===== config.mk =====
export PLATFORM = sky130hd
export DESIGN_NAME = act_arbiter
export DESIGN_NICKNAME = d
export VERILOG_FILES = /design/src/rtl/act_arbiter.sv
export SDC_FILE = /design/constraint.sdc
export NUM_CORES = 1
export LEC_CHECK = 0
export CAP_MARGIN = 20
export CORE_UTILIZATION = 45
export DETAILED_ROUTE_END_ITERATION = 12
export GPL_ROUTABILITY_DRIVEN = 0
export PLACE_DENSITY = 0.93
export SKIP_LAST_GASP = 1
export SLEW_MARGIN = 20
export SYNTH_ARGS = -nofsm -noshare
export SYNTH_HDL_FRONTEND = slang
export SYNTH_SLANG_ARGS = --single-unit

===== constraint.sdc =====
create_clock -name CLOCK_50 -period 4.3 [get_ports CLOCK_50]
set_input_delay 0.86 -clock CLOCK_50 [delete_from_list [all_inputs] [get_ports CLOCK_50]]
set_output_delay 0.86 -clock CLOCK_50 [all_outputs]
set_load 0.03 [all_outputs]

===== src/rtl/act_arbiter.sv =====
// Round-robin arbiter sharing one fixed-latency activation unit between two requesters.
// Each issued operation carries a requester tag down a LAT-deep pipeline so its result is routed back.
module act_arbiter #(
   parameter int LAT = 4,
   parameter int W   = 32
) (
   input  logic         CLOCK_50,
   input  logic         reset_n,
   input  logic         enable,
   input  logic         req0_valid,
   output logic         req0_ready,
   input  logic [W-1:0] req0_x,
   input  logic         req0_mode,
   input  logic         req1_valid,
   output logic         req1_ready,
   input  logic [W-1:0] req1_x,
   input  logic         req1_mode,
   output logic         unit_valid,
   output logic [W-1:0] unit_x,
   output logic         unit_mode,
   input  logic [W-1:0] unit_y,
   output logic         rsp0_valid,
   output logic [W-1:0] rsp0_y,
   output logic         rsp1_valid,
   output logic [W-1:0] rsp1_y,
   output logic         busy,
   output logic [15:0]  done_cnt
);

   logic           prio_q, prio_d;
   logic           grant0, grant1;
   logic           unit_valid_q, unit_mode_q, issue_id_q;
   logic [W-1:0]   unit_x_q;
   logic [LAT-1:0] tag_v_q, tag_id_q;
   logic           rsp0_valid_q, rsp1_valid_q;
   logic [W-1:0]   rsp0_y_q, rsp1_y_q;
   logic [15:0]    done_cnt_q, done_cnt_d;
   logic           tag_out_v, tag_out_id;

   assign tag_out_v  = tag_v_q[LAT-1];
   assign tag_out_id = tag_id_q[LAT-1];

   always_comb begin
      grant0     = enable & req0_valid & (~req1_valid | ~prio_q);
      grant1     = enable & req1_valid & (~req0_valid |  prio_q);
      prio_d     = prio_q;
      if (grant0) begin
         prio_d = 1'b1;
      end else if (grant1) begin
         prio_d = 1'b0;
      end
      done_cnt_d = done_cnt_q + (tag_out_v ? 16'd1 : 16'd0);
   end

   always_ff @(posedge CLOCK_50 or negedge reset_n) begin
      if (!reset_n) begin
         prio_q       <= 1'b0;
         unit_valid_q <= 1'b0;
         unit_mode_q  <= 1'b0;
         unit_x_q     <= '0;
         issue_id_q   <= 1'b0;
         tag_v_q      <= '0;
         tag_id_q     <= '0;
         rsp0_valid_q <= 1'b0;
         rsp1_valid_q <= 1'b0;
         rsp0_y_q     <= '0;
         rsp1_y_q     <= '0;
         done_cnt_q   <= '0;
      end else begin
         prio_q       <= prio_d;
         unit_valid_q <= grant0 | grant1;
         if (grant0) begin
            unit_x_q    <= req0_x;
            unit_mode_q <= req0_mode;
            issue_id_q  <= 1'b0;
         end else if (grant1) begin
            unit_x_q    <= req1_x;
            unit_mode_q <= req1_mode;
            issue_id_q  <= 1'b1;
         end
         // Tag stage LAT-1 coincides with the cycle unit_y carries that operation's result.
         tag_v_q[0]  <= unit_valid_q;
         tag_id_q[0] <= issue_id_q;
         for (int i = 1; i < LAT; i++) begin
            tag_v_q[i]  <= tag_v_q[i-1];
            tag_id_q[i] <= tag_id_q[i-1];
         end
         rsp0_valid_q <= tag_out_v & ~tag_out_id;
         rsp1_valid_q <= tag_out_v &  tag_out_id;
         if (tag_out_v & ~tag_out_id) rsp0_y_q <= unit_y;
         if (tag_out_v &  tag_out_id) rsp1_y_q <= unit_y;
         done_cnt_q <= done_cnt_d;
      end
   end

   assign req0_ready = grant0;
   assign req1_ready = grant1;
   assign unit_valid = unit_valid_q;
   assign unit_x     = unit_x_q;
   assign unit_mode  = unit_mode_q;
   assign rsp0_valid = rsp0_valid_q;
   assign rsp1_valid = rsp1_valid_q;
   assign rsp0_y     = rsp0_y_q;
   assign rsp1_y     = rsp1_y_q;
   assign busy       = unit_valid_q | (|tag_v_q);
   assign done_cnt   = done_cnt_q;

endmodule


### Clock wiring as the flow saved it, run 1

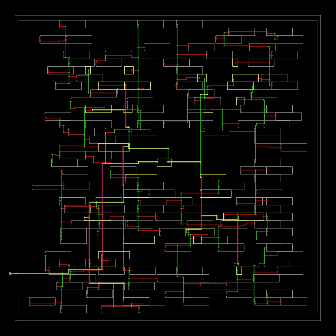
clk_lat worst skew: 510 ps
total CTS buffers: 17
Clock Skew: 7.93 ps

### Register map, names as in the netlist, run 1

Other sequential cells in the stronger grey, the rest of the logic in the fainter grey.
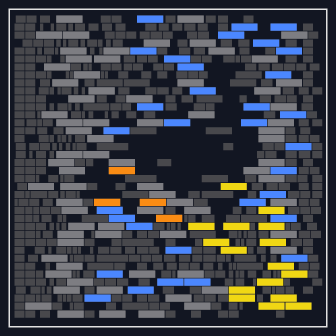
- done_cnt: yellow (placed flops 16; where south-east)
- tag_id_q: orange (placed flops 4; where centre)
- rsp0_y: blue (placed flops 32)
- not coloured: 74
Seq power: 1.63 mW
sequential cell area share: 39.6%
Core Util, Final: 73.2%
Reg area: 3150 um^2

### Power grid, run 1

Pins as bars on the die edge.
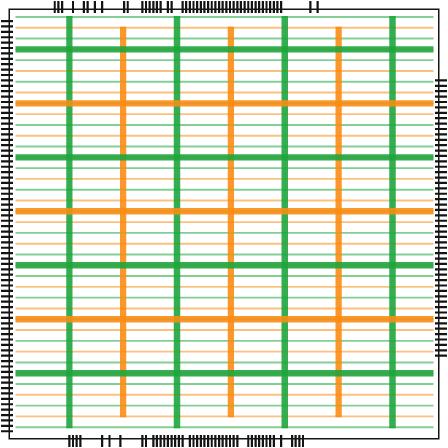
- VSS: green
- VDD: orange
- signal pins: 222
- rows: 38
- met5 straps: 7
Die Wd: 108 um
worst vdd ir: 0.305 mV
Die Height: 108 um
CORE AREA: 10,900 um^2

### Selected gate families, run 1

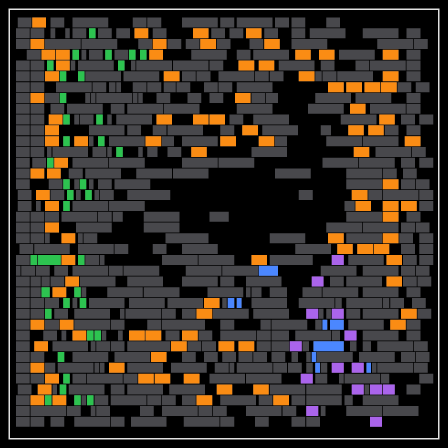
- NOR gates: blue (cells 9)
- XOR/XNOR gates: purple (cells 14; where south-east)
- multiplexers: orange (cells 97; where all over the die)
- inverting AOI/OAI gates: green (cells 37; where a vertical strip on the left)
most numerous logic cell after layout: clkdlybuf4s50_1
multi-input combinational area share: 21.7%
Finished Layout Cells: 746

==> results.cfg, run 1 <==
; generated from flow reports
[synth]
flop_cell = dfrtp_1
ys_cells = 366
synthTopLogicFamily = multiplexers
yosys.area.top_type_share_pct = 62.5
synth_nets = 472
yosysTopAreaCell = dfrtp_1
synthXorXnorAreaFrac_pct = 2.43
synth.cellmix.adderShare_pct = 0.745
topCellsByArea = dfrtp_1 63%, mux2_2 14%, mux2i_1 6.6%
synth.area.mux_share_pct = 20.8
enable_flop_cells = 0
avgSynthCellArea_um2 = 13.8
synthAoiAreaFrac_pct = 3.92
ys.warnings.count = 0
yosysSeqAreaShare_pct = 62.5
async_flop_share_pct = 100
synth-simple-area-share_pct = 6.11
synth_cells = 366
synth.cell_area_um2 = 5040
synthDistinctLibCells = 29
ys_chip_area_um2 = 5040
ys_ff = 126

[cells_and_area]
area_delta_synth_final_pct = 58.0
layout.non_clock_buffers = 226
multi_input_comb_cells = 218
stdcell_area_um2 = 7970
diodes = 0
nFlopsAndLatches = 126
n_all_inverters = 4
final_cell_mix = 220 x clkdlybuf4s50_1, 126 x dfrtp_1, 64 x mux2_2, 43 x nand2_1, 33 x mux2i_1
clock_area_share_pct = 8.07
nFillCells = 726
nets = 699
drive_gt1_share_pct = 18.0
layout.area.comb_um2 = 1730
nClkBuffers = 18
dominant_cells = registers
nonClkBufAreaFrac_pct = 28.2

[timing]
fin_setup_tns_ps = 0
slew_headroom_pct = 34.4
setup_viol = 0
timing.final.ws_setup_ps = 974
slew_violations = 0
fin_crit_sh_pct = 77.3
rsz0062_at_grt = false
fin_crit_ps = 3330
tightest_slew_ps = 982
timing.hold.ws_ps = 353
fmax_ghz = 0.301
hold_viol_final = 0

[worst_setup_path]
cp.arrival_ps = 2470
crit_required_ps = 3440
r2r-start = tag_v_q[3]
crit_start = enable
worstSetupPathType = in -> out
crit_path_max_fanout = 5
cp-start-kind = input pin
setup.worst_path.end_class = output port

[min_path]
hold_start = tag_id_q[2]
hold_class = reg -> reg

[drt]
remaining_drc_errors = 0
routed_via_density = 4.99
num_vias = 3725
antenna_left = 0
wl_per_cell_um = 16.2
drt_pass1_iterations = 4
drtIter0Drc = 107
drt-total-wl_mm = 12.1

[floorplan]
nWellTaps = 140
fp_util_pct = 46.3
io_pins = 222
rows = 38
die_area_um2 = 11600

[global_routing]
grt_pass1_wl_mm = 18.9
grt_pass1_vias = 3908
antenna_found_initial = 0
grt_max_degree = 68
grt_overflow = 0
grt.total_usage_pct = 21.8

[clocking]
cts_tree = done
htreeDepth = 4
cts_sinks = 126
ctsHoldBuffers = 0
post-cts-setup-buffers = 0
ctsResizeCount = 0
clkTransAtPathRegs_ps = 50
root_buffer = clkbuf_8
cts_buffer_depth = 2

[run_status]
status = completed

[run]
drv_cap = 0
warnings = 27

[placement]
pre_cts_slack_ps = 961
io_buffers = 221
dp_hpwl_mm = 8.95
dpl_cell_area_um2 = 7320

[power_and_ir_drop]
total_leakage_power_nw = 3.55
powerDensity_nw_per_um2 = 595
## run 1: layer usage
layer	vias to the layer above	wire length, um	global-route usage (%)
met5	-	0	0
met4	0	248	10.1
met3	26	720	5.99
met2	165	6540	39.7
met1	1809	4560	23.2
li1	1725	-	-
## run 1: per-stage QoR
step | total power, mW | std cells
3_3_place_gp | 3.19 | 714
5_1_grt | 4.93 | 746
3_5_place_dp | 3.24 | 714
2_1_floorplan | 2.48 | 366
6_report | 4.74 | 746
4_1_cts | 4.79 | 746
## run 1: flip-flops by register name, indices dropped and copies added, names as in the netlist
| register | cells |
|---|---|
| rsp0_y | 32 |
| rsp1_y | 32 |
| unit_x | 32 |
| done_cnt | 16 |
| tag_id_q | 4 |
| tag_v_q | 4 |
| issue_id_q | 1 |
| prio_q | 1 |
| rsp0_valid | 1 |
| rsp1_valid | 1 |
| unit_mode | 1 |
| unit_valid | 1 |
## run 1: critical path, cell delays in order
cell	delay [ps]
clkdlybuf4s50_1	620
nand2_1	100
a21oi_1	180
clkdlybuf4s50_1	700
## run 1: final timing paths
path	endpoint	slack, ps	depth (start not counted)
setup / recovery	req1_ready	970	4
max in group asynchronous	unit_x[14]	2880	2
hold / removal	tag_id_q[3]	350	0
hold reg to reg	tag_id_q[3]	350	0
setup reg to reg	rsp0_y[3]	2490	2
min in group asynchronous	unit_x[20]	460	1
## run 1: cell usage after synthesis (2+ instances only)
master and count:
nand4_1 2, buf_6 4, nor2_1 5, buf_12 3, and3_1 2, inv_1 4, a21oi_1 2, dfrtp_1 126
o21ai_1 29, clkbuf_1 3, buf_2 8, xnor2_1 10, nand3_1 7, xor2_1 4, mux2_2 64, nand2_1 43
ha_1 3, o21ai_0 4, mux2i_1 33
## run 1: where the power goes
group	switching, mW	internal [mW]
Sequential	0.167	1.46
Clock	0.512	1.02
Combinational	0.849	0.731
==> inputs of run 2 (changes only) <==
- CORE_UTILIZATION: 45 -> 42
- PLACE_DENSITY: 0.93 -> 0.88
- clock period: 4.3 -> 3.15 ns (I/O delays scaled with it)
### Power grid, run 2

Pins as bars on the die edge.
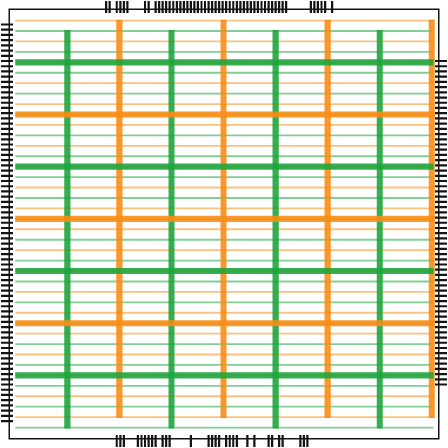
- VDD: orange
- VSS: green
- met1 rails: 40
- signal pins: 222
worst vdd ir: 0.345 mV
Die Wd: 112 um
CORE AREA: 11,600 um^2
Die Height: 112 um

==> run 2 against run 1 <==
Net effect: the flow now finishes with violations (DRC); cell count rose by 0.27%; die size rose by 7.0%; sequential share of layout area rose by 0.24 points; non-clock buffer count fell by 1; critical endpoint unchanged.
==> results.cfg, run 2 <==
; generated from flow reports
[timing]
fin_crit_ps = 2860
fin_setup_tns_ps = 0
slew_headroom_pct = 34.1
fin_crit_sh_pct = 90.9
fin_skew_ps = 5.90
slew_violations = 0
hold_viol_final = 0
timing.hold.ws_ps = 297
rsz0062_at_grt = false
tightest_slew_ps = 986
fmax_ghz = 0.349
timing.final.ws_setup_ps = 287
setup_viol = 0

[drt]
drt-total-wl_mm = 11.6
routed_via_density = 4.90
drt_pass1_iterations = 8
remaining_drc_errors = 16
antenna_left = 0
wl_per_cell_um = 15.5
drtIter0Drc = 119
num_vias = 3663

[worst_setup_path]
r2r-end = rsp1_y[23]
r2r_cells = 3
critPathTopFamily = buffers and inverters
regToRegSetupSlack_ps = 1330
worstSetupPathType = in -> out
crit_path_max_fanout = 5
critPathSlowestCell = clkdlybuf4s50_1
crit_buf_inv = 2
cpMostUsedCell = clkdlybuf4s50_1
cp-start-kind = input pin
setup.worst_path.end_class = output port
slowest_delay_ps = 710
path_cells = clkdlybuf4s50_1 > nand2_1 > a21oi_1 > clkdlybuf4s50_1
cp.arrival_ps = 2230
crit_required_ps = 2520

[run_status]
status = finished with violations
violations = DRC

[clocking]
ctsResizeCount = 0
htreeDepth = 4
clk_latency_ps = 400
root_buffer = clkbuf_16
clkTransAtPathRegs_ps = 50
cts_buffers = 17
cts_sinks = 126
cts_tree = done
ctsHoldBuffers = 0
cts_buffer_depth = 2

[cells_and_area]
finalNonFillerCells = 748
area_delta_synth_final_pct = 57.1
stdcell_area_um2 = 7920
seq_area_um2 = 3150
final_cell_mix = 219 x clkdlybuf4s50_1, 126 x dfrtp_1, 64 x mux2_2, 43 x nand2_1, 33 x mux2i_1
nFillCells = 799
lay_top_count = clkdlybuf4s50_1
layout.area.comb_um2 = 1730

[power_and_ir_drop]
powerDensity_nw_per_um2 = 790
total_leakage_power_nw = 3.52

[placement]
io_buffers = 221
dpl_cell_area_um2 = 7340
pre_cts_slack_ps = 289

[synth]
synth_nets = 472
yosysSeqAreaShare_pct = 62.5
avgSynthCellArea_um2 = 13.8
yosys.area.top_type_share_pct = 62.5
ys_chip_area_um2 = 5040
flop_cell = dfrtp_1
topCellsByArea = dfrtp_1 63%, mux2_2 14%, mux2i_1 6.6%
ys_cells = 366
synthDistinctLibCells = 29
synth_cells = 366
synth.most_common_cell = dfrtp_1
common_cells = 126 x dfrtp_1, 64 x mux2_2, 43 x nand2_1
synth.cell_area_um2 = 5040
ys.warnings.count = 0
ys_ff = 126
enable_flop_cells = 0

[floorplan]
die_area_um2 = 12400
rows = 39
fp_util_pct = 43.6
io_pins = 222

[global_routing]
grt_pass1_vias = 3785
grt_overflow = 0
grt.total_usage_pct = 19.6
antenna_found_initial = 0
grt_max_degree = 67

[min_path]
hold_class = in -> async

[run]
drv_cap = 0
### Register map, names as in the netlist, run 2

Other sequential cells in the stronger grey, the rest of the logic in the fainter grey.
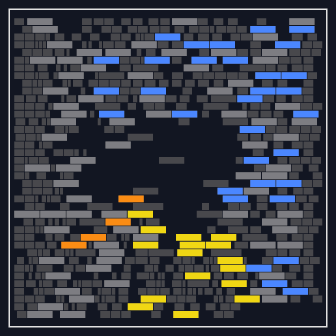
- tag_id_q: orange (placed flops 4)
- done_cnt: yellow (placed flops 16; where south)
- rsp0_y: blue (placed flops 32)
- not coloured: 74
sequential cell area share: 39.8%
Core Util, Final: 68.5%
Seq power: 2.22 mW

-- run 2: cell families (layout without fill, tap and decap cells) --
family          Yosys count  after routing  share of synthesized area, %
mux                      97             97                          20.8
compound gates           38             38                          3.92
buf+inv                  22            261                          3.40
xor+xnor                 14             14                          2.43
fa+ha+maj                 3              3                         0.745
simple gates             66             66                          6.11
flops                   126            126                          62.5
-- run 2: how the worst max path moves through the flow --
stage	start	end	slack (ps)	depth (start not counted)
after floorplan	req1_valid	req0_ready	1290	5
after global placement	enable	req1_ready	370	4
after detailed placement	enable	req1_ready	290	4
after CTS	enable	req1_ready	270	4
after global routing	enable	req1_ready	190	4
final	enable	req1_ready	290	4
-- run 2: worst register-to-register path, stage by stage (launching register included) --
cell and delay (ps):
dfrtp_1 420, nand2_1 480, buf_4 410, mux2_2 390
-- run 2: area by class of cell --
cell class / count / area share, %
inverter: 4 / 0.190
timing repair buffer: 225 / 28.6
clock buffer: 21 / 5.82
sequential: 126 / 39.8
clock inverter: 11 / 1.47
tap: 143 / 2.26
multi-input combinational: 218 / 21.9
-- run 2: routing by layer --
layer	vias up	part of all wire, %	track usage [%]	routed length [um]
met5	-	0	0	0
met4	0	1.2	7.39	136
met3	14	8.2	6.80	950
met2	160	52	34.2	6010
met1	1771	39	22.0	4480
li1	1718	-	-	-
-- run 2: where the power goes --
part           internal [mW]  switching (mW)
combinational           1.00            1.16
sequential              2.00           0.223
clock                   1.20           0.674
Power figures rest on the tool's default switching activity, not on a simulated workload.
